==> config.mk <==
export PLATFORM = sky130hd
export DESIGN_NAME = bus_responder
export DESIGN_NICKNAME = d
export VERILOG_FILES = /design/src/rtl/bus_responder_pkg.sv /design/src/rtl/bus_responder_uart_tx.sv /design/src/rtl/bus_responder.sv
export SDC_FILE = /design/constraint.sdc
export NUM_CORES = 1
export LEC_CHECK = 0
export CORE_ASPECT_RATIO = 1.25
export CORE_UTILIZATION = 25
export CTS_CLUSTER_DIAMETER = 80
export DETAILED_ROUTE_END_ITERATION = 7
export PLACE_DENSITY = 0.37
export RECOVER_POWER = 100
export SLEW_MARGIN = 20
export SYNTH_ARGS = -nofsm -noshare
export SYNTH_HDL_FRONTEND = slang
export SYNTH_SLANG_ARGS = --single-unit
==> constraint.sdc <==
create_clock -name clock -period 2.9 [get_ports clock]
set_input_delay 0.435 -clock clock [delete_from_list [all_inputs] [get_ports clock]]
set_output_delay 0.435 -clock clock [all_outputs]
set_load 0.02 [all_outputs]
==> src/rtl/bus_responder_pkg.sv <==
// Shared definitions for the bus responder: the peripheral address map,
// the TIMER_CTRL bit positions and the UART transmitter state encoding.
package bus_responder_pkg;

   // Peripheral register addresses. RAM occupies 0x00..RAM_DEPTH-1.
   localparam logic [6:0] ADDR_GPIO_OUT   = 7'h40;
   localparam logic [6:0] ADDR_GPIO_IN    = 7'h41;
   localparam logic [6:0] ADDR_SNAP_LO    = 7'h42;
   localparam logic [6:0] ADDR_SNAP_HI    = 7'h43;
   localparam logic [6:0] ADDR_TIMER_CTRL = 7'h44;
   localparam logic [6:0] ADDR_CMP_LO     = 7'h45;
   localparam logic [6:0] ADDR_CMP_HI     = 7'h46;
   localparam logic [6:0] ADDR_STATUS     = 7'h47;
   localparam logic [6:0] ADDR_UART_DATA  = 7'h48;
   localparam logic [6:0] ADDR_UART_STAT  = 7'h49;

   // TIMER_CTRL bit positions. CLR and SNAP are write-1 actions only.
   localparam int CTRL_EN     = 0;
   localparam int CTRL_CLR    = 1;
   localparam int CTRL_IRQ_EN = 2;
   localparam int CTRL_SNAP   = 3;

   // STATUS bit positions.
   localparam int STATUS_MATCH = 0;

   // Serial transmitter frame states.
   typedef enum logic [1:0] {
      UART_IDLE,
      UART_START,
      UART_DATA,
      UART_STOP
   } uart_state_t;

endpackage

==> src/rtl/bus_responder_uart_tx.sv <==
// Byte-wide serial transmitter: start bit, 8 data bits LSB first, stop bit,
// each held for CLKS_PER_BIT clocks. The line output is registered so it
// never glitches; busy is high from the cycle after start until the stop
// bit has completed.
import bus_responder_pkg::*;

module uart_tx #(
   parameter int CLKS_PER_BIT = 16
) (
   input  logic       clock,
   input  logic       reset,
   input  logic       start,
   input  logic [7:0] data,
   output logic       busy,
   output logic       tx
);

   localparam int             CW       = (CLKS_PER_BIT > 1) ? $clog2(CLKS_PER_BIT) : 1;
   localparam logic [CW-1:0]  LAST_CLK = CW'(CLKS_PER_BIT - 1);

   uart_state_t   state_q, state_d;
   logic [CW-1:0] clk_cnt_q, clk_cnt_d;
   logic [2:0]    bit_idx_q, bit_idx_d;
   logic [7:0]    shift_q, shift_d;
   logic          tx_q, tx_d;

   // Control state register; reset abandons any frame and idles the line.
   always_ff @(posedge clock) begin
      if (reset) begin
         state_q   <= UART_IDLE;
         clk_cnt_q <= '0;
         bit_idx_q <= '0;
         tx_q      <= 1'b1;
      end else begin
         state_q   <= state_d;
         clk_cnt_q <= clk_cnt_d;
         bit_idx_q <= bit_idx_d;
         tx_q      <= tx_d;
      end
   end

   // Shift register holds payload only, so it needs no reset.
   always_ff @(posedge clock) begin
      shift_q <= shift_d;
   end

   // Next-state logic: walk START -> DATA x8 -> STOP, one bit period each.
   always_comb begin
      state_d   = state_q;
      clk_cnt_d = clk_cnt_q;
      bit_idx_d = bit_idx_q;
      shift_d   = shift_q;
      tx_d      = 1'b1;

      unique case (state_q)
         UART_IDLE: begin
            if (start) begin
               state_d   = UART_START;
               shift_d   = data;
               clk_cnt_d = '0;
               bit_idx_d = '0;
            end
         end
         UART_START: begin
            if (clk_cnt_q == LAST_CLK) begin
               clk_cnt_d = '0;
               state_d   = UART_DATA;
            end else begin
               clk_cnt_d = clk_cnt_q + 1'b1;
            end
         end
         UART_DATA: begin
            if (clk_cnt_q == LAST_CLK) begin
               clk_cnt_d = '0;
               shift_d   = {1'b0, shift_q[7:1]};
               if (bit_idx_q == 3'd7) begin
                  state_d = UART_STOP;
               end else begin
                  bit_idx_d = bit_idx_q + 1'b1;
               end
            end else begin
               clk_cnt_d = clk_cnt_q + 1'b1;
            end
         end
         UART_STOP: begin
            if (clk_cnt_q == LAST_CLK) begin
               clk_cnt_d = '0;
               state_d   = UART_IDLE;
            end else begin
               clk_cnt_d = clk_cnt_q + 1'b1;
            end
         end
         default: state_d = UART_IDLE;
      endcase

      // Line level follows the state being entered so tx_q lines up with it.
      case (state_d)
         UART_START: tx_d = 1'b0;
         UART_DATA:  tx_d = shift_d[0];
         default:    tx_d = 1'b1;
      endcase
   end

   assign busy = (state_q != UART_IDLE);
   assign tx   = tx_q;

endmodule

==> src/rtl/bus_responder.sv <==
// Memory-bus responder: 64-byte data RAM, GPIO, 16-bit timer with compare
// and interrupt, and an optional serial transmitter. Stores land on the
// clock edge; loads are returned combinationally with no side effects.
// Optional feature macro: BUS_RESPONDER_UART_TX_EN (UART at 0x48/0x49).
import bus_responder_pkg::*;

module bus_responder #(
   parameter int RAM_DEPTH    = 64,
   parameter int CLKS_PER_BIT = 16
) (
   input  logic       clock,
   input  logic       reset,
   input  logic [6:0] address,
   input  logic       write_enable,
   input  logic [7:0] write_data,
   output logic [7:0] read_data,
   input  logic [7:0] gpio_in,
   output logic [7:0] gpio_out,
   output logic       irq,
   output logic       uart_tx
);

   localparam int AW = $clog2(RAM_DEPTH);

   // Reject configurations the address decode cannot represent.
   if (RAM_DEPTH < 2 || RAM_DEPTH > 64 || (RAM_DEPTH & (RAM_DEPTH - 1)) != 0
       || CLKS_PER_BIT < 2) begin : g_param_check
      $error("bus_responder: RAM_DEPTH must be a power of two in 2..64, CLKS_PER_BIT >= 2");
   end

   logic [7:0]  ram_q [RAM_DEPTH];
   logic        ram_hit;
   logic [AW-1:0] ram_idx;

   logic [7:0]  gpio_out_q, gpio_out_d;
   logic [7:0]  gpio_meta_q, gpio_sync_q;
   logic        en_q, en_d;
   logic        irq_en_q, irq_en_d;
   logic [7:0]  cmp_lo_q, cmp_lo_d;
   logic [7:0]  cmp_hi_q, cmp_hi_d;
   logic [15:0] cnt_q, cnt_d;
   logic [15:0] snap_q, snap_d;
   logic        match_q, match_d;
   logic        irq_q, irq_d;

   logic        ctrl_wr, clr_req, snap_req, match_hit;
   logic [7:0]  rdata;

   assign ram_hit = ({25'd0, address} < RAM_DEPTH);
   assign ram_idx = address[AW-1:0];

   // RAM storage; contents are deliberately left uninitialised.
   always_ff @(posedge clock) begin
      if (write_enable && ram_hit) begin
         ram_q[ram_idx] <= write_data;
      end
   end

   // Peripheral register file with synchronous reset to zero.
   always_ff @(posedge clock) begin
      if (reset) begin
         gpio_out_q  <= '0;
         gpio_meta_q <= '0;
         gpio_sync_q <= '0;
         en_q        <= 1'b0;
         irq_en_q    <= 1'b0;
         cmp_lo_q    <= '0;
         cmp_hi_q    <= '0;
         cnt_q       <= '0;
         snap_q      <= '0;
         match_q     <= 1'b0;
         irq_q       <= 1'b0;
      end else begin
         gpio_out_q  <= gpio_out_d;
         gpio_meta_q <= gpio_in;
         gpio_sync_q <= gpio_meta_q;
         en_q        <= en_d;
         irq_en_q    <= irq_en_d;
         cmp_lo_q    <= cmp_lo_d;
         cmp_hi_q    <= cmp_hi_d;
         cnt_q       <= cnt_d;
         snap_q      <= snap_d;
         match_q     <= match_d;
         irq_q       <= irq_d;
      end
   end

   // Store decode, timer counting and match/IRQ next-state logic.
   always_comb begin
      gpio_out_d = gpio_out_q;
      en_d       = en_q;
      irq_en_d   = irq_en_q;
      cmp_lo_d   = cmp_lo_q;
      cmp_hi_d   = cmp_hi_q;
      snap_d     = snap_q;
      cnt_d      = cnt_q;

      ctrl_wr  = write_enable && (address == ADDR_TIMER_CTRL);
      clr_req  = ctrl_wr && write_data[CTRL_CLR];
      snap_req = ctrl_wr && write_data[CTRL_SNAP];

      if (write_enable) begin
         case (address)
            ADDR_GPIO_OUT: gpio_out_d = write_data;
            ADDR_CMP_LO:   cmp_lo_d   = write_data;
            ADDR_CMP_HI:   cmp_hi_d   = write_data;
            default: ;
         endcase
      end
      if (ctrl_wr) begin
         en_d     = write_data[CTRL_EN];
         irq_en_d = write_data[CTRL_IRQ_EN];
      end

      // Snapshot captures the counter as it stood before this edge.
      if (snap_req) begin
         snap_d = cnt_q;
      end

      // A clear overrides counting and suppresses a match on the same edge.
      match_hit = en_q && !clr_req && (cnt_q == {cmp_hi_q, cmp_lo_q});
      if (clr_req) begin
         cnt_d = '0;
      end else if (en_q) begin
         cnt_d = match_hit ? 16'd0 : cnt_q + 16'd1;
      end

      // Sticky match: a new hit beats a simultaneous write-1-to-clear.
      match_d = match_q;
      if (write_enable && (address == ADDR_STATUS) && write_data[STATUS_MATCH]) begin
         match_d = 1'b0;
      end
      if (match_hit) begin
         match_d = 1'b1;
      end

      irq_d = match_q && irq_en_q;
   end

`ifdef BUS_RESPONDER_UART_TX_EN
   logic uart_busy;
   logic uart_start;

   // Bytes offered while a frame is in flight are dropped.
   assign uart_start = write_enable && (address == ADDR_UART_DATA) && !uart_busy;

   uart_tx #(
      .CLKS_PER_BIT (CLKS_PER_BIT)
   ) u_uart_tx (
      .clock (clock),
      .reset (reset),
      .start (uart_start),
      .data  (write_data),
      .busy  (uart_busy),
      .tx    (uart_tx)
   );
`else
   assign uart_tx = 1'b1;
`endif

   // Load path: pure function of address and current state.
   always_comb begin
      rdata = 8'h00;
      if (ram_hit) begin
         rdata = ram_q[ram_idx];
      end else begin
         case (address)
            ADDR_GPIO_OUT:   rdata = gpio_out_q;
            ADDR_GPIO_IN:    rdata = gpio_sync_q;
            ADDR_SNAP_LO:    rdata = snap_q[7:0];
            ADDR_SNAP_HI:    rdata = snap_q[15:8];
            ADDR_TIMER_CTRL: rdata = {5'd0, irq_en_q, 1'b0, en_q};
            ADDR_CMP_LO:     rdata = cmp_lo_q;
            ADDR_CMP_HI:     rdata = cmp_hi_q;
            ADDR_STATUS:     rdata = {7'd0, match_q};
`ifdef BUS_RESPONDER_UART_TX_EN
            ADDR_UART_STAT:  rdata = {7'd0, uart_busy};
`endif
            default:         rdata = 8'h00;
         endcase
      end
   end

   assign read_data = rdata;
   assign gpio_out  = gpio_out_q;
   assign irq       = irq_q;

endmodule

**Run 1: where the registers sit**

Other sequential cells in the stronger gray, the rest of the logic in the fainter gray.
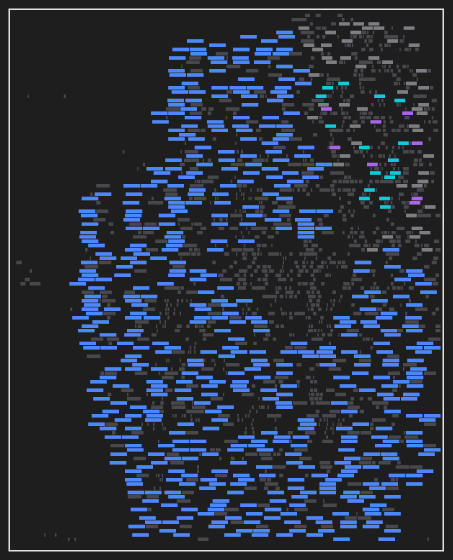
legend:
  purple:
    netlist_name: cmp_hi_q
    flops: 8
    where: top right
  blue:
    netlist_name: ram_q
    flops: 512
  cyan:
    netlist_name: snap_q
    flops: 16
    where: top right
Final Core Density: 31.5%
P_seq: 9240 uW

**Run 1: placed cells, one color a class**

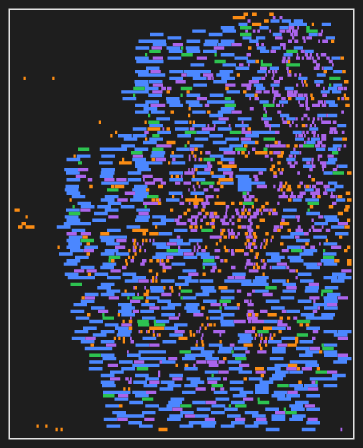
legend:
  green:
    class: clock drivers and dummy loads
    cells: 102
  blue:
    class: sequential cells
    cells: 588
  purple:
    class: combinational and other logic
    cells: 681
  orange:
    class: remaining buffers and delay cells
    cells: 328
Core ar.: 93100 sq um
Design Area, Final: 29300 sq um
Rows: 125
Seq area share: 57.6%

**Run 1: congestion heat map**

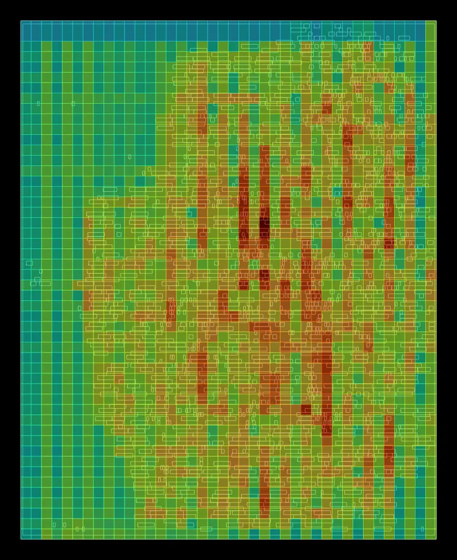
Tot GR Track Use: 15.8%
GR peak layer: met2
met1 Usage GRT: 20.4%

**Run 1: placement density heat map**

28 x 34 tiles, from black (low) to pale yellow (high), 0 to 100% covered.
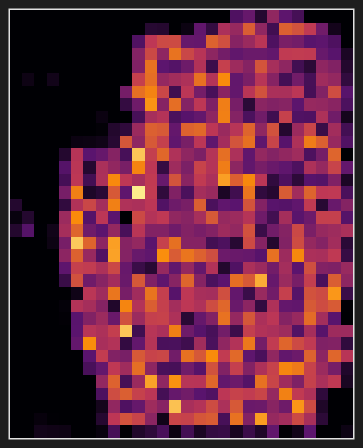
emptiest ninth of the die: top left
fullest tile: 96%
mean over tiles: 29%
nearly empty tiles: 25%
fp_density: 25.3%

run 1: where the power goes:
| part | internal (uW) | switching [uW] |
|---|---|---|
| logic | 517 | 736 |
| clock network | 4200 | 3280 |
| registers | 9230 | 11.1 |
run 1: flip-flops by register name, summed over array words and instances, names as in the netlist:
| name | cells |
|---|---|
| ram_q | 512 |
| snap_q | 16 |
| cnt_q | 16 |
| cmp_lo_q | 8 |
| cmp_hi_q | 8 |
| en_q | 1 |
| gpio_out | 8 |
| irq | 1 |
| irq_en_q | 1 |
| gpio_meta_q | 8 |
| gpio_sync_q | 8 |
| match_q | 1 |
run 1: per-stage QoR:
| stage | utilization (%) | setup TNS [ns] |
|---|---|---|
| after floorplan | - | 0 |
| after global placement | 29.5 | -8.77 |
| after detailed placement | 29.5 | -9.51 |
| after CTS | 32.0 | -0.983 |
| after global routing | 31.5 | -5.07 |
| final | 31.5 | -1.36 |
run 1: cells by family after synthesis:
logic type,Yosys count,share of synthesized area (%)
AND/OR/NAND/NOR,325,6.62
adder cells (fa/ha/maj),1,0.0532
AND-OR/OR-AND,125,3.75
other,1,0.0160
flip-flops,588,71.9
XOR/XNOR,31,1.16
buffers and inverters,84,1.99
multiplexers,196,14.5
run 1: final timing paths:
kind         slack (ns)        endpoint
max               -0.25    read_data[5]
min                0.28    ram_q[49][5]
max reg2reg        0.86       cnt_q[12]
min reg2reg        0.44  gpio_sync_q[2]
run 1: area by class of cell:
class | count | area share (%)
timing repair buffer | 328 | 8.66
clock inverter | 24 | 0.734
clock buffer | 78 | 5.57
sequential | 588 | 57.6
multi-input combinational | 679 | 22.3
inverter | 2 | 0.0256
tap | 1206 | 5.14
run 1: what timing repair did:
action	4_1_cts	5_1_grt
cloned	3	0
pin swaps	21	12
endpoints found under the setup margin	8	8
resized	114	18
setup buffers	5	4
==> summary.txt, run 1 <==
Run status = finished, violations left
Failing checks = max-capacitance violations, max-slew violations, negative setup slack
Crit path max-delay cell type = mux4_2
Ys cells = 1351
Hold Crit Depth = 1
DRT iter0 DRCs = 966
Vias = 13323
Gate Area = 6540 sq um
DP Area = 27500 sq um
Initial antenna violation count = 3
Gpl congestion = 0.800
Most frequent cells in the layout = edfxtp_1, buf_4, nor2_1
CP Launch Type = flop
H-tree depth = 2
Placed Cells = 2795
Avg Inst Size Synth = 17.4 sq um
Vias per inst = 4.59
Crit path max-delay family = simple AND/OR/NAND/NOR gates
Global-route track usage on met3 = 2.41%
CTS clk-pin slew, worst paths = 0.06 ns
Worst setup slack after layout = -0.246 ns
Final setup vio count = 16
Yosys cell types = 65
Tool Warnings = 28
Area grow syn2layout = 24.8%
Post-DP HPWL = 51.1 mm
Max Slew Vio Count = 230
Max cap viols = 6
GR Layer Usage met2 = 27.8%
PD cells = 613 nW/um^2
Worst slack at placement = -0.751 ns
Required time worst endpoint = 2.47 ns
Min-delay worst type = primary input to flop
Met2 WL = 38.2 mm
Synth area leaders = edfxtp_1, mux4_2, dfxtp_1, mux2i_1, nor2_1
Register area share after synthesis = 71.9%
Vias in the first global route = 14098
Final worst-path cycle share = 108%
ANT nets after route = 0
Die x size = 276 um
Remaining global-route overflow = 0
Synth cell count leaders = edfxtp_1, nor2_1, mux4_2
Pin count of the biggest net entering global routing = 69
==> run 2: changes to the inputs <==
--- a/config.mk
+++ b/config.mk
@@ -6,10 +6,11 @@
 export NUM_CORES = 1
 export LEC_CHECK = 0
 export CORE_ASPECT_RATIO = 1.25
-export CORE_UTILIZATION = 25
+export CORE_UTILIZATION = 30
 export CTS_CLUSTER_DIAMETER = 80
 export DETAILED_ROUTE_END_ITERATION = 7
-export PLACE_DENSITY = 0.37
+export DONT_BUFFER_PORTS = 1
+export PLACE_DENSITY = 0.42
 export RECOVER_POWER = 100
 export SLEW_MARGIN = 20
 export SYNTH_ARGS = -nofsm -noshare
**Run 2: where the registers sit**

Other sequential cells in the stronger gray, the rest of the logic in the fainter gray.
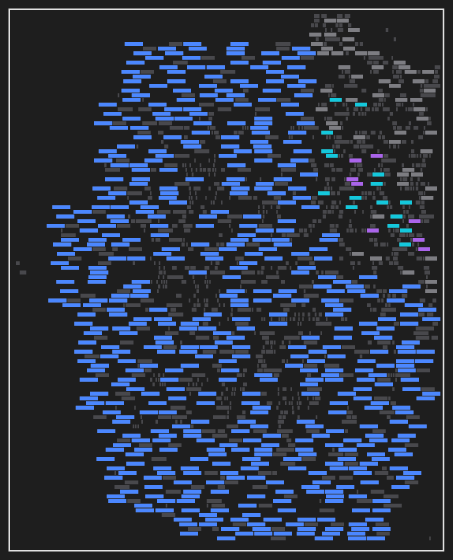
legend:
  purple:
    netlist_name: cmp_hi_q
    flops: 8
  blue:
    netlist_name: ram_q
    flops: 512
  cyan:
    netlist_name: snap_q
    flops: 16
not colored: 52
P_seq: 9250 uW
Seq area share: 61.7%
total area of sequential cells: 16900 sq um
Final Core Density: 35.3%

==> summary.txt, run 2 <==
Run status = finished, violations left
Failing checks = max-capacitance violations, max-slew violations, negative setup slack
Pin count of the biggest net entering global routing = 158 (+130%)
Cell-internal power = 13900 uW (-0.66%)
Final Skew = 0.00398 ns
Design Area, Final = 27400 sq um (-6.7%)
Final setup vio count = 8 (-8)
Xor and xnor area share after synthesis = 1.16% (unchanged)
Sequential group share of total power = 52.6% (+1.2 points)
Max Slew Vio Count = 546 (+140%)
Crit path kind = flop to output pin
Area grow syn2layout = 16.4%
Layout cells sized above 1 = 20.7%
Avg Inst Size Synth = 17.4 sq um (unchanged)
Mapped Cells = 1351
Final worst-path cycle share = 111% (+2.3 points)
Post-DP HPWL = 39.6 mm (-22%)
Final Power = 17600 uW
Met1 Usage GRT = 23.0% (+2.5 points)
Min-delay worst type = primary input to flop
Global-route track usage on met3 = 3.15% (+0.75 points)
CP max FO = 1
DP Area = 25300 sq um (-8.0%)
Register area share after synthesis = 71.9% (unchanged)
Die x size = 252 um (-8.6%)
Most frequent cells in the layout = edfxtp_1, nor2_1, mux4_2
Remaining global-route overflow = 0 (unchanged)
Gpl congestion = 0.775 (-3.1%)
DRT iter0 DRCs = 1048 (+8.5%)
Simple Share, Synth = 6.62% (unchanged)
GR Layer Usage met2 = 29.0% (+1.2 points)
DRT Pass-1 Iters = 5
Min cycle time layout = 3.21 ns
CTS tree = done
Mux frac, synth = 14.5% (unchanged)
Tool Warnings = 34 (+21%)
Required time worst endpoint = 2.47 ns (about the same)
Yosys cell types = 65 (unchanged)
RSZ-0062 raised after global routing = true
Area leader, netlist = edfxtp_1
Clock network power share = 42.7% (+1.1 points)
Vias in the first global route = 13212 (-6.3%)
Area fraction in full adders, half adders and majority gates = 0.0532% (unchanged)
Ys cells = 1351 (unchanged)
Synthesized Nets = 1378
CTS clk-pin slew, worst paths = 0.06 ns (about the same)
Worst setup slack after layout = -0.314 ns (-0.0679 ns)
Initial antenna violation count = 3 (unchanged)
CTS buffer count = 61
ANT nets after route = 0 (unchanged)
Insertion Delay late pin = 0.62 ns
Max FFs per register = 512 (unchanged)
Chip area = 79500 sq um
GR peak layer = met2
Rows = 114 (-8.8%)
Switching share of power = 21.1% (-1.3 points)
Setup TNS = -1.47 ns (-0.114 ns)
Vias = 12714 (-4.6%)
CP Launch Type = flop
I/O Buffers = 0
Crit path max-delay family = simple AND/OR/NAND/NOR gates
Psw = 3720 uW (-7.7%)
Regs by FF count = ram_q x512, cnt_q x16, snap_q x16
Largest register by flop count = ram_q
Total wire length = 68.7 mm
PD cells = 642 nW/um^2 (+4.8%)
Crit path max-delay cell type = or4_4
Met2 WL = 34.3 mm (-10%)
DR top layer = met4
Max cap viols = 9 (+3)
Tot GR Track Use = 17.4% (+1.6 points)
Synth area leaders = edfxtp_1, mux4_2, dfxtp_1, mux2i_1, nor2_1
Worst slack at placement = -0.197 ns (+0.554 ns)
Fp_density = 30.3% (+5.1 points)
Crit end category = output pin
Vias per inst = 4.96 (+8.1%)
Post-synthesis compound-gate area fraction = 3.75% (unchanged)
NumNets Final = 1496
Core ar. = 77500 sq um (-17%)
EDFF count, synth = 512
Worst vdd ir = 0.000405 V
Synth cell count leaders = edfxtp_1, nor2_1, mux4_2
Top logic family = multiplexers
Synth top cell by count = edfxtp_1
Combinational share of power = 4.7% (-2.3 points)
H-tree depth = 2 (unchanged)
## run 2: cell counts after synthesis
No cell type changed its count.
## run 2: repair_timing
item                                   in CTS  in global routing
setup endpoints to repair                   8                  8
hold buffers                               21                  0
gates resized                              62                 14
endpoints found under the hold margin     572                  0
buffers inserted                            0                  0
pin swaps                                  21                 12
## run 2: path summary, 6_finish.rpt
| kind | from | end | slack, ns | cells past startpoint |
|---|---|---|---|---|
| setup reg to reg | cnt_q[12] | cnt_q[11] | 0.59 | 6 |
| hold reg to reg | gpio_meta_q[5] | gpio_sync_q[5] | 0.44 | 1 |
| setup / recovery | ram_q[22][5] | read_data[5] | -0.31 | 6 |
| hold / removal | write_data[3] | snap_q[7] | 0.07 | 2 |
## run 2: power by group through the flow
stage / Combinational [uW] / Clock [uW] / Sequential (uW)
final: 818 / 7510 / 9250
after global routing: 861 / 8050 / 9250
after floorplan: 509 / 0 / 9410
after CTS: 852 / 7730 / 9230
after detailed placement: 589 / 0 / 9410
after global placement: 592 / 0 / 9410
## run 2: per-stage QoR
stage	hold WS, ns	std cells
6_report	0.0747	2564
5_1_grt	0.0229	2560
4_1_cts	0.0114	2559
3_5_place_dp	0.421	2433
3_3_place_gp	0.436	2433
2_1_floorplan	0.414	1351
## run 2: cell type report
cell class	count	area, sq um	area share [%]
Sequential cell	588	16900	61.7
Multi-Input combinational cell	679	6480	23.7
Clock buffer	81	1640	6.01
Tap cell	1044	1310	4.77
Timing Repair Buffer	137	791	2.89
Clock inverter	27	221	0.809
Antenna cell	6	15.0	0.0549
Inverter	2	7.51	0.0274
## run 2: kinds of logic after synthesis
family,count (synthesis)
DFF,588
and+or+nand+nor,325
muxes,196
AOI/OAI and AO/OA,125
buffers and inverters,84
xor gates and xnor gates,31
adders and majority gates,1
other,1
Power figures rest on the tool's default switching activity, not on a simulated workload.
